### src/rtl/wb_arbiter_if.sv
// Write-back arbiter bus: producer results in, complete-stage lanes out.
//
// Handshake: a producer result transfers into its source FIFO at a rising
// clock edge exactly when src_valid_i[s] && src_ready_o[s]. src_ready_o is
// derived only from registered FIFO occupancy, so it never depends on
// src_valid_i in the same cycle, and a producer may hold src_valid_i with
// stable payload until it sees the transfer. Output lanes carry no back
// pressure: a lane with fu_valid_o set is consumed in that cycle.
interface wb_arbiter_if #(
  parameter int XLEN      = 32,
  parameter int PHYS_REGS = 128,
  parameter int ROB_DEPTH = 64,
  parameter int WB_WIDTH  = 4,
  parameter int NUM_SRC   = 6
);
  localparam int TAG_W = $clog2(PHYS_REGS);
  localparam int ROB_W = $clog2(ROB_DEPTH);
  localparam int PTR_W = (NUM_SRC > 1) ? $clog2(NUM_SRC) : 1;

  logic                              flush_i;
  logic [NUM_SRC-1:0]                src_valid_i;
  logic [NUM_SRC-1:0]                src_ready_o;
  logic [NUM_SRC-1:0][XLEN-1:0]      src_value_i;
  logic [NUM_SRC-1:0][TAG_W-1:0]     src_dest_i;
  logic [NUM_SRC-1:0][ROB_W-1:0]     src_rob_i;
  logic [NUM_SRC-1:0]                src_exc_i;
  logic [NUM_SRC-1:0]                src_mispred_i;

  logic [WB_WIDTH-1:0]               fu_valid_o;
  logic [WB_WIDTH-1:0][XLEN-1:0]     fu_value_o;
  logic [WB_WIDTH-1:0][TAG_W-1:0]    fu_dest_prf_o;
  logic [WB_WIDTH-1:0][ROB_W-1:0]    fu_rob_idx_o;
  logic [WB_WIDTH-1:0]               fu_exception_o;
  logic [WB_WIDTH-1:0]               fu_mispred_o;

  // Round-robin scan start, exposed for observation.
  logic [PTR_W-1:0]                  dbg_rr_ptr;

  // Arbiter side.
  modport slave (
    input  flush_i, src_valid_i, src_value_i, src_dest_i, src_rob_i,
           src_exc_i, src_mispred_i,
    output src_ready_o, fu_valid_o, fu_value_o, fu_dest_prf_o, fu_rob_idx_o,
           fu_exception_o, fu_mispred_o, dbg_rr_ptr
  );

  // Producer / complete-stage side.
  modport master (
    output flush_i, src_valid_i, src_value_i, src_dest_i, src_rob_i,
           src_exc_i, src_mispred_i,
    input  src_ready_o, fu_valid_o, fu_value_o, fu_dest_prf_o, fu_rob_idx_o,
           fu_exception_o, fu_mispred_o, dbg_rr_ptr
  );
endinterface

### src/rtl/wb_arbiter.sv
// Write-back arbiter: per-source skid FIFOs feeding WB_WIDTH packed lanes,
// granted round-robin starting at rr_ptr. One lane per source per cycle.
module wb_arbiter #(
  parameter int XLEN      = 32,
  parameter int PHYS_REGS = 128,
  parameter int ROB_DEPTH = 64,
  parameter int WB_WIDTH  = 4,
  parameter int NUM_SRC   = 6,
  parameter int BUF_DEPTH = 2
) (
  input logic         clock,
  input logic         reset,
  wb_arbiter_if.slave bus
);
  localparam int TAG_W  = $clog2(PHYS_REGS);
  localparam int ROB_W  = $clog2(ROB_DEPTH);
  localparam int PTR_W  = (NUM_SRC > 1) ? $clog2(NUM_SRC) : 1;
  localparam int BPTR_W = (BUF_DEPTH > 1) ? $clog2(BUF_DEPTH) : 1;
  localparam int CNT_W  = $clog2(BUF_DEPTH + 1);
  localparam int LANE_W = (WB_WIDTH > 1) ? $clog2(WB_WIDTH) : 1;

  typedef struct packed {
    logic [XLEN-1:0]  value;
    logic [TAG_W-1:0] dest;
    logic [ROB_W-1:0] rob;
    logic             exc;
    logic             mispred;
  } entry_t;

  entry_t            mem    [NUM_SRC][BUF_DEPTH];
  logic [BPTR_W-1:0] wr_ptr [NUM_SRC];
  logic [BPTR_W-1:0] rd_ptr [NUM_SRC];
  logic [CNT_W-1:0]  count  [NUM_SRC];
  entry_t            head   [NUM_SRC];

  logic [PTR_W-1:0]   rr_ptr;
  logic [PTR_W-1:0]   next_rr;
  logic               any_grant;
  logic [NUM_SRC-1:0] eligible;
  logic [NUM_SRC-1:0] ready;
  logic [NUM_SRC-1:0] push;
  logic [NUM_SRC-1:0] grant;

  logic [WB_WIDTH-1:0]            lane_valid;
  logic [WB_WIDTH-1:0][XLEN-1:0]  lane_value;
  logic [WB_WIDTH-1:0][TAG_W-1:0] lane_dest;
  logic [WB_WIDTH-1:0][ROB_W-1:0] lane_rob;
  logic [WB_WIDTH-1:0]            lane_exc;
  logic [WB_WIDTH-1:0]            lane_mispred;

  // Advance a FIFO pointer, wrapping at BUF_DEPTH.
  function automatic logic [BPTR_W-1:0] bump(input logic [BPTR_W-1:0] p);
    return (p == BPTR_W'(BUF_DEPTH - 1)) ? '0 : p + BPTR_W'(1);
  endfunction

  // Per-source occupancy status, accepted pushes and FIFO head read.
  always_comb begin
    for (int s = 0; s < NUM_SRC; s++) begin
      eligible[s] = (count[s] != '0);
      ready[s]    = (count[s] != CNT_W'(BUF_DEPTH));
      push[s]     = bus.src_valid_i[s] && ready[s] && !bus.flush_i;
      head[s]     = mem[s][rd_ptr[s]];
    end
  end

  // Round-robin scan from rr_ptr packing eligible heads onto lanes 0,1,2...
  // Lanes only ever see a head whose FIFO is non-empty, so stale or unknown
  // storage cannot leak out; unused lanes stay at zero.
  always_comb begin
    logic [PTR_W-1:0]  idx;
    logic [PTR_W-1:0]  last;
    logic [LANE_W-1:0] lane;
    logic              lanes_full;
    grant        = '0;
    lane_valid   = '0;
    lane_value   = '0;
    lane_dest    = '0;
    lane_rob     = '0;
    lane_exc     = '0;
    lane_mispred = '0;
    idx          = rr_ptr;
    last         = rr_ptr;
    lane         = '0;
    lanes_full   = 1'b0;
    for (int k = 0; k < NUM_SRC; k++) begin
      if (!bus.flush_i && eligible[idx] && !lanes_full) begin
        grant[idx]         = 1'b1;
        last               = idx;
        lane_valid[lane]   = 1'b1;
        lane_value[lane]   = head[idx].value;
        lane_dest[lane]    = head[idx].dest;
        lane_rob[lane]     = head[idx].rob;
        lane_exc[lane]     = head[idx].exc;
        lane_mispred[lane] = head[idx].mispred;
        if (lane == LANE_W'(WB_WIDTH - 1)) lanes_full = 1'b1;
        else lane = lane + LANE_W'(1);
      end
      idx = (idx == PTR_W'(NUM_SRC - 1)) ? '0 : idx + PTR_W'(1);
    end
    any_grant = |grant;
    next_rr   = (last == PTR_W'(NUM_SRC - 1)) ? '0 : last + PTR_W'(1);
  end

  // FIFO storage writes; contents need no reset because occupancy gates reads.
  always_ff @(posedge clock) begin
    for (int s = 0; s < NUM_SRC; s++) begin
      if (push[s]) begin
        mem[s][wr_ptr[s]] <= '{value:   bus.src_value_i[s],
                               dest:    bus.src_dest_i[s],
                               rob:     bus.src_rob_i[s],
                               exc:     bus.src_exc_i[s],
                               mispred: bus.src_mispred_i[s]};
      end
    end
  end

  // FIFO pointers and counts; reset and flush both empty every source.
  always_ff @(posedge clock) begin
    for (int s = 0; s < NUM_SRC; s++) begin
      if (reset || bus.flush_i) begin
        count[s]  <= '0;
        wr_ptr[s] <= '0;
        rd_ptr[s] <= '0;
      end else begin
        if (push[s])  wr_ptr[s] <= bump(wr_ptr[s]);
        if (grant[s]) rd_ptr[s] <= bump(rd_ptr[s]);
        case ({push[s], grant[s]})
          2'b10:   count[s] <= count[s] + CNT_W'(1);
          2'b01:   count[s] <= count[s] - CNT_W'(1);
          default: count[s] <= count[s];
        endcase
      end
    end
  end

  // Round-robin pointer moves past the last granted source; flush keeps it.
  always_ff @(posedge clock) begin
    if (reset) rr_ptr <= '0;
    else if (any_grant) rr_ptr <= next_rr;
  end

  assign bus.src_ready_o    = ready;
  assign bus.fu_valid_o     = lane_valid;
  assign bus.fu_value_o     = lane_value;
  assign bus.fu_dest_prf_o  = lane_dest;
  assign bus.fu_rob_idx_o   = lane_rob;
  assign bus.fu_exception_o = lane_exc;
  assign bus.fu_mispred_o   = lane_mispred;
  assign bus.dbg_rr_ptr     = rr_ptr;
endmodule

### src/flat_wrapper.sv
// flat-port wrapper written by rule: the top's interface ports become plain ports
module wb_arbiter_flat 
#(
  parameter int XLEN      = 32,
  parameter int PHYS_REGS = 128,
  parameter int ROB_DEPTH = 64,
  parameter int WB_WIDTH  = 4,
  parameter int NUM_SRC   = 6,
  parameter int BUF_DEPTH = 2
)
  (clock, reset, bus_flush_i, bus_src_valid_i, bus_src_value_i, bus_src_dest_i, bus_src_rob_i, bus_src_exc_i, bus_src_mispred_i, bus_src_ready_o, bus_fu_valid_o, bus_fu_value_o, bus_fu_dest_prf_o, bus_fu_rob_idx_o, bus_fu_exception_o, bus_fu_mispred_o, bus_dbg_rr_ptr);
  wb_arbiter_if #(.XLEN(XLEN), .PHYS_REGS(PHYS_REGS), .ROB_DEPTH(ROB_DEPTH), .WB_WIDTH(WB_WIDTH), .NUM_SRC(NUM_SRC)) bus_i ();
  input logic clock;
  input logic reset;
  input wire logic [$bits(bus_i.flush_i)-1:0] bus_flush_i;
  input wire logic [$bits(bus_i.src_valid_i)-1:0] bus_src_valid_i;
  input wire logic [$bits(bus_i.src_value_i)-1:0] bus_src_value_i;
  input wire logic [$bits(bus_i.src_dest_i)-1:0] bus_src_dest_i;
  input wire logic [$bits(bus_i.src_rob_i)-1:0] bus_src_rob_i;
  input wire logic [$bits(bus_i.src_exc_i)-1:0] bus_src_exc_i;
  input wire logic [$bits(bus_i.src_mispred_i)-1:0] bus_src_mispred_i;
  output wire logic [$bits(bus_i.src_ready_o)-1:0] bus_src_ready_o;
  output wire logic [$bits(bus_i.fu_valid_o)-1:0] bus_fu_valid_o;
  output wire logic [$bits(bus_i.fu_value_o)-1:0] bus_fu_value_o;
  output wire logic [$bits(bus_i.fu_dest_prf_o)-1:0] bus_fu_dest_prf_o;
  output wire logic [$bits(bus_i.fu_rob_idx_o)-1:0] bus_fu_rob_idx_o;
  output wire logic [$bits(bus_i.fu_exception_o)-1:0] bus_fu_exception_o;
  output wire logic [$bits(bus_i.fu_mispred_o)-1:0] bus_fu_mispred_o;
  output wire logic [$bits(bus_i.dbg_rr_ptr)-1:0] bus_dbg_rr_ptr;
  assign bus_i.flush_i = bus_flush_i;
  assign bus_i.src_valid_i = bus_src_valid_i;
  assign bus_i.src_value_i = bus_src_value_i;
  assign bus_i.src_dest_i = bus_src_dest_i;
  assign bus_i.src_rob_i = bus_src_rob_i;
  assign bus_i.src_exc_i = bus_src_exc_i;
  assign bus_i.src_mispred_i = bus_src_mispred_i;
  assign bus_src_ready_o = bus_i.src_ready_o;
  assign bus_fu_valid_o = bus_i.fu_valid_o;
  assign bus_fu_value_o = bus_i.fu_value_o;
  assign bus_fu_dest_prf_o = bus_i.fu_dest_prf_o;
  assign bus_fu_rob_idx_o = bus_i.fu_rob_idx_o;
  assign bus_fu_exception_o = bus_i.fu_exception_o;
  assign bus_fu_mispred_o = bus_i.fu_mispred_o;
  assign bus_dbg_rr_ptr = bus_i.dbg_rr_ptr;
  wb_arbiter #(.XLEN(XLEN), .PHYS_REGS(PHYS_REGS), .ROB_DEPTH(ROB_DEPTH), .WB_WIDTH(WB_WIDTH), .NUM_SRC(NUM_SRC), .BUF_DEPTH(BUF_DEPTH)) u_core (.clock(clock), .reset(reset), .bus(bus_i));
endmodule
### config.mk
export PLATFORM = sky130hd
export DESIGN_NAME = wb_arbiter_flat
export DESIGN_NICKNAME = d
export VERILOG_FILES = /design/src/rtl/wb_arbiter_if.sv /design/src/rtl/wb_arbiter.sv /design/src/flat_wrapper.sv
export SDC_FILE = /design/constraint.sdc
export NUM_CORES = 2
export LEC_CHECK = 0
export CAP_MARGIN = 20
export CORE_MARGIN = 2
export CORE_UTILIZATION = 30
export CTS_CLUSTER_SIZE = 25
export DETAILED_ROUTE_END_ITERATION = 12
export GPL_TIMING_DRIVEN = 0
export SLEW_MARGIN = 20
export SYNTH_ARGS = -nofsm -noshare
export SYNTH_HDL_FRONTEND = slang
export SYNTH_SLANG_ARGS = --single-unit
### constraint.sdc
create_clock -name clock -period 5.9 [get_ports clock]
set_input_delay 0.59 -clock clock [delete_from_list [all_inputs] [get_ports clock]]
set_output_delay 0.59 -clock clock [all_outputs]
set_load 0.02 [all_outputs]
==> changes_impl.md <==
## Flow update

* Most used logic cell in the final layout: edfxtp_1
* DR WL/cell at approximately 33 um
* Number of remaining DRC errors at 0
* Top post-synthesis cells by count: 622 x mux2i_1, 588 x edfxtp_1, 399 x nor2_1, 295 x a21oi_1, 268 x nand2_1
* Bufs w/o clock at 859
* Postcts setup bufs at 10
* IO Port Bufs at around 500
* Final ANT Viol Nets at 0
* Hold Crit Endpoint: u_core.mem[1][43]$_DFFE_PP_
* Type of the worst setup path: register to primary output
* Final Max Slew Viols at 0
* Most numerous logic cells after layout: 588 x edfxtp_1, 551 x mux2i_1, 392 x nor2_1
* Clk buf depth at 3
* Cell area leaders: edfxtp_1 45%, mux2i_1 16%, mux2_2 6.4%
* Met3 WL at 18.8 mm
* Dominant register cell: edfxtp_1
* Hold buffers post-CTS at 0
* Simple Share, Synth at 9.26%
* Final WS setup at -0.0513 ns
* Clk_lat worst skew at 0.65 ns
* First-pass GRT wire length at 273 mm
* M1 WL at 79.0 mm
* Synth top cell by count: mux2i_1
* Reg area at around 18000 um^2
* Busiest grt layer: met2
* I/O Pins at 492
* Area fraction in mux cells at 25.0%
* R2R Setup Slk at 0.58 ns
* FMAX at roughly 170 MHz
* Core ar. at 130000 um^2
* Seq pwr at slightly above 5 mW
* Crit-path max cell delay at about 0.51 ns
* DRT Pass-1 Iters at 6
* Sequential cell area share at 35.2%
* Comb area share at a little over two fifths
* CP Capture Type: primary output
* Int Pwr at 14.9 mW
* GPL Wtd Cong at 0.997
* N_taps at ~1700
* Largest net degree at the start of global routing at 33
* Slew margin rel. at between 15 and 20%
* Critical Path Start Type: register
* Final Hold Viols at 0
* Synthesized net count at 4035
* Switching Share at 53.6%
* Combinational share of power at ~71%
* Post-synthesis cell area at between 30000 and 40000 um^2
* CP bufs+invs at 5
* Failing checks: negative setup slack
* Worst R2R Start: u_core.count[0][1]$_DFFE_PP_
* XOR Share, Synth at less than 1%
* Minimum clock period at 5.95 ns
* Final setup violation count at 2
* Post-Syn Area per Cell at 10.6 um^2
* Post-synthesis sequential area ratio at 45.1%
* LEAKAGE at between 15 and 20 nW
* P_comb at about 23 mW
* Status: finished with violations
* Die W at 366 um
* Sequential cell count at between 500 and 600
* Critical Path RT at 5.31 ns
* Slowest-stage cell, CP: mux2i_2
* Largest register FFs at 564
* RR Endpoint: u_core.count[1][0]$_DFFE_PP_
* CTS Root Cell: clkbuf_16
* Met2 wire len at 92.2 mm
* Synth unique cells at 74
* Largest Pwr Group: combinational logic
* Worst Path Max Fanout at 10
* Post-synthesis cell count at 3718
* # Cells Yosys at 3718
[worst reg2reg max path: stages, from the launching register on]
cell and delay, ns:
edfxtp_1 0.37, inv_1 0.06, ha_2 0.25, mux4_2 0.47, and2_1 0.20, a211oi_4 0.32
buf_4 0.20, ha_4 0.22, or3_1 0.42, a211oi_4 0.30, nand4b_1 0.20, buf_4 0.18
buf_4 0.20, nand2_1 0.18, o311ai_2 0.59, inv_1 0.17, ha_1 0.32, o21ai_0 0.33
[metrics by stage]
stage / area, um^2 / power, mW / utilization, %
floorplan: 39300 / 17.3 / -
global placement: 46300 / 26.6 / 35.7
detailed placement: 46900 / 26.7 / 36.2
CTS: 50400 / 31.3 / 38.9
global route: 50400 / 33.0 / 38.9
finish: 50400 / 32.1 / 38.9
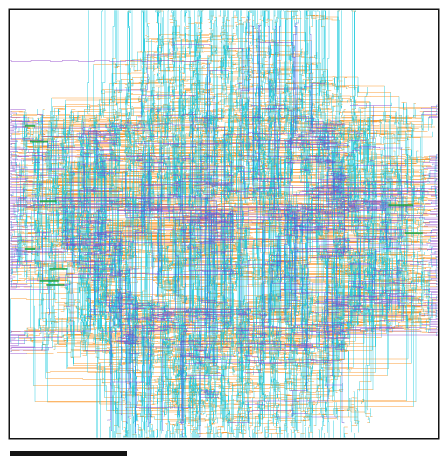
Figure 1: routed metal, one colour a layer.
Scale bar: 100 um.
| colour | layer | wire length |
|---|---|---|
| orange | M1 | 79.0 mm |
| blue | M4 | 9210 um |
| green | M5 | 117 um |
| purple | M3 | 18800 um |
| cyan | M2 | 92.2 mm |

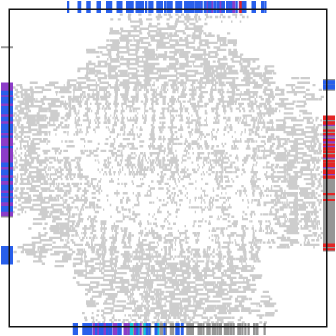
Figure 2: pin map.
Pins as bars across the die edge, other pins in grey.
| colour | port | pins | direction | edge |
|---|---|---|---|---|
| purple | bus_fu_value_o | 128 | output | 69 west, 27 south, 22 north, 10 east |
| cyan | bus_src_ready_o | 6 | output | south |
| blue | bus_src_value_i | 192 | input | 95 north, 58 west, 33 south, 6 east |
| red | bus_fu_dest_prf_o | 28 | output | 27 east, 1 north |

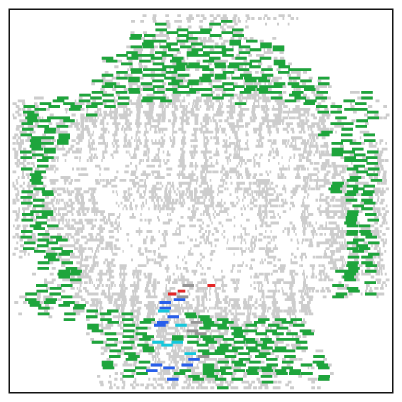
Figure 3: sequential cells coloured by netlist name.
| colour | netlist name | sequential cells |
|---|---|---|
| red | u_core.bus.dbg_rr_ptr | 3 |
| green | u_core.mem | 564 |
| cyan | u_core.wr_ptr | 6 |
| blue | u_core.count | 12 |
not coloured: 6

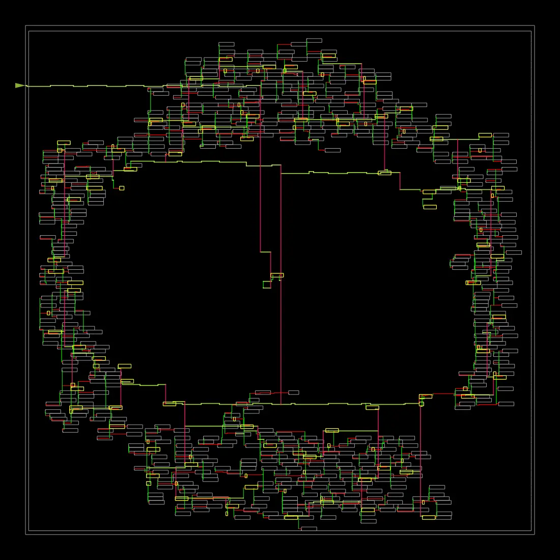
Figure 4: clock routing.
Inserted Clock Buffers: 67
CTS sink cnt: 591
clk pwr: 4.08 mW
clk_buf instances: 82
Clock Skews: 0.0212 ns

No activity file was given, so power comes from the tool's default toggle rates.
